==> config.mk <==
export PLATFORM = sky130hd
export DESIGN_NAME = fp16_div_seq
export DESIGN_NICKNAME = d
export VERILOG_FILES = /design/src/rtl/fp16_div_seq.sv
export SDC_FILE = /design/constraint.sdc
export NUM_CORES = 1
export LEC_CHECK = 0
export ABC_AREA = 0
export ABC_CLOCK_PERIOD_IN_PS = 9000
export CAP_MARGIN = 0
export CORE_MARGIN = 4
export CORE_UTILIZATION = 26
export DETAILED_ROUTE_END_ITERATION = 7
export PLACE_DENSITY = 0.51
export SYNTH_ARGS = -nofsm -noshare
export SYNTH_HDL_FRONTEND = slang
export SYNTH_SLANG_ARGS = --single-unit
==> constraint.sdc <==
create_clock -name clk -period 9 [get_ports clk]
set_input_delay 0.9 -clock clk [delete_from_list [all_inputs] [get_ports clk]]
set_output_delay 0.9 -clock clk [all_outputs]
set_load 0.05 [all_outputs]
clocks.png
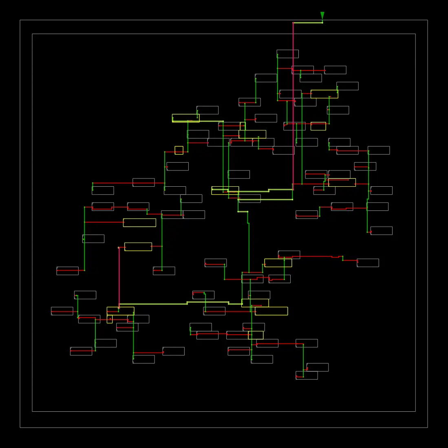
number of sequential cells in the layout: 73
number of clock buffer instances in the layout: 11
power of the clock network: 394 uW

logic_types.png
The bar under the picture is 50 um long.
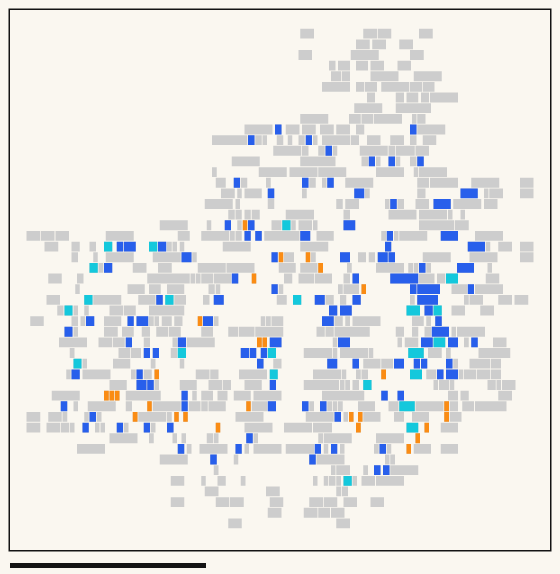
AND and OR gates -> cyan  # cells 22
inverting AOI/OAI gates -> blue  # cells 110
inverters -> orange  # cells 28
leading cell type in the layout, fill and taps excluded: sky130_fd_sc_hd__nand2_1
logic share of the area: 0.494
non-filler cells, final: 818

==> GITHUB_STEP_SUMMARY <==
## Synthesis and layout report

| Metric | Value |
|---|---|
| Run status | `finished clean` |
| Clock network area share | `0.0601` |
| Maximum clock rate | `0.278 GHz` |
| Cell type taking the most area | `combinational gates` |
| Final Hold Viols | `0` |
| Number of filler instances in the final layout | `1770` |
| Worst hold path depth | `2` |
| Multi-input gate area | `between 0.002 and 0.003 mm^2` |
| Final-report setup violation count | `0` |
| Endpoint class of the critical path | `flip-flop` |
| Worst path most repeated cell | `sky130_fd_sc_hd__inv_1` |
| Ratio of cells with drive above 1 in the final layout | `0.0753` |
| N_taps | `around 220` |
| Post-synth ARST share | `0` |
| Hold WC Path Type | `flip-flop to flip-flop` |
| Yosys synthesis chip area | `roughly 0.0044 mm^2` |
| Leakage power of the design | `0.00195 uW` |
| Yosys stat cell total | `548` |
| Main combinational cell family by area after synthesis | `simple AND/OR/NAND/NOR gates` |
| Yosys adder share | `0.0746` |
| Global routing usage on met2 | `0.216` |
| Critical Path AT | `a little under 4 ns` |
| Multi-input gates | `about 420` |
| Non-clock inverter instance count of the final layout | `28` |
| Sequential-cell power consumption | `416 uW` |
| Share of the cycle needed by the critical path after routing | `0.399` |
| Die Footprint | `0.0190 mm^2` |
| Root Buffer Master | `sky130_fd_sc_hd__clkbuf_16` |
| Cell depth of the worst flop-to-flop path | `14` |
| Unrepaired setup endpoints after global routing | `false` |
| Tightest Pin Transition | `1.09 ns` |
| Sink count of the clock tree | `73` |
| Antenna Nets Post-Route | `0` |
| Pin count of the biggest net entering global routing | `76` |
| Wire length of the first global-routing pass | `19600 um` |
| Post-Syn Area | `0.00439 mm^2` |
| Buffer levels on the longest clock path | `2` |
| Share of the synthesized area in the top cell type | `0.333` |
| Inserted Diodes | `0` |
| Number of distinct library cells after synthesis | `65` |
| H-tree depth | `3` |
| Critical Path Max Stage Delay | `0.48 ns` |
| Skew final | `0.00968 ns` |
| Post-synthesis cell type with the largest instance count | `sky130_fd_sc_hd__nand2_1` |
| Buffers, non-clock | `about 63` |
| PD cells | `324 mW/mm^2` |
| Buf/Inv on CP | `3` |
| Combinational share of power | `0.546` |
| Placer's final routability congestion estimate | `~0.84` |
| Post-synth seq share | `0.333` |
| Clock-pin slew of the registers on the worst-case setup and hold paths | `0.06 ns` |
| Flip-flop and latch share of the layout cell area | `0.266` |
| Number of synthesis warnings | `0` |
| Internal power | `1010 uW` |
| Category of cells accounting for the largest share of critical-path delay | `simple AND/OR/NAND/NOR gates` |
| Port Buffer Count | `58` |
| Gr usage total | `0.130` |
| Yosys reg bits | `73` |
| Combinational power | `973 uW` |
| AND/OR/NAND/NOR Cells, Area Fraction | `0.235` |
| Average routed wire per standard cell | `~15 um` |
| Count of cell instances traversed by the critical path | `14` |
| Global routing met1 resource utilization | `0.169` |
| Maximum net fanout on the critical path | `4` |
| DRC Markers | `0` |
| Wirelength, routed | `11900 um` |
| Final core area utilization | `0.332` |
| Most frequent cells after synthesis | `sky130_fd_sc_hd__nand2_1 (80), sky130_fd_sc_hd__dfxtp_1 (73), sky130_fd_sc_hd__a21oi_1 (52)` |
| CTS buffer count | `9` |
| Peak ir drop on the vdd network | `0.110 mV` |
| Overall die width | `138 um` |
| Flip-flop count of the largest register after layout | `16` |
| Type of origin of the critical path | `flip-flop` |
| Leading cell types in the layout, fill and taps excluded | `sky130_fd_sc_hd__nand2_1 (80), sky130_fd_sc_hd__dfxtp_1 (73), sky130_fd_sc_hd__clkdlybuf4s50_1 (57)` |
| Sum of overflow across all layers after global routing | `0` |
| Global routing met3 resource utilization | `0.0283` |
| Area growth syn-to-layout | `25.2%` |
| Sequential cell fraction of total power | `0.233` |
| CTS tree | `done` |
| Most crowded layer after global routing | `met2` |
| Synthesized area per cell | `8.01 um^2` |
| Detail Placement HPWL | `around 8700 um` |
| Total Negative Setup Slacks | `0 ns` |
| Routed via count | `about 4000` |
| Vias in the first global route | `3921` |
| Classification of the worst setup path | `flip-flop to flip-flop` |
| Post-synthesis cell type with the largest combined area | `sky130_fd_sc_hd__dfxtp_1` |
| Reported net switching power | `769 uW` |
| Post-CTS repair timing setup buffer count | `0` |
| Switching part of the total | `0.431` |
| Placement Rows | `47` |
| CTS-repair resized insts | `0` |
==> per-layer routing <==
| layer | wire (um) | share of wire |
|---|---|---|
| met3 | 424 | 0.036 |
| met5 | 0 | 0 |
| met2 | 5700 | 0.48 |
| met4 | 98 | 0.0083 |
| met1 | 5650 | 0.48 |
==> stage by stage <==
step	power [uW]	cell area (um^2)	setup slack, ns	hold WS [ns]
3_5_place_dp	1400	5170	5.46	0.447
5_1_grt	1930	5500	5.12	0.473
2_1_floorplan	1170	4390	5.73	0.432
3_3_place_gp	1380	5170	5.56	0.444
6_report	1780	5500	5.41	0.454
4_1_cts	1800	5500	5.44	0.455
No activity file was given, so power comes from the tool's default toggle rates.
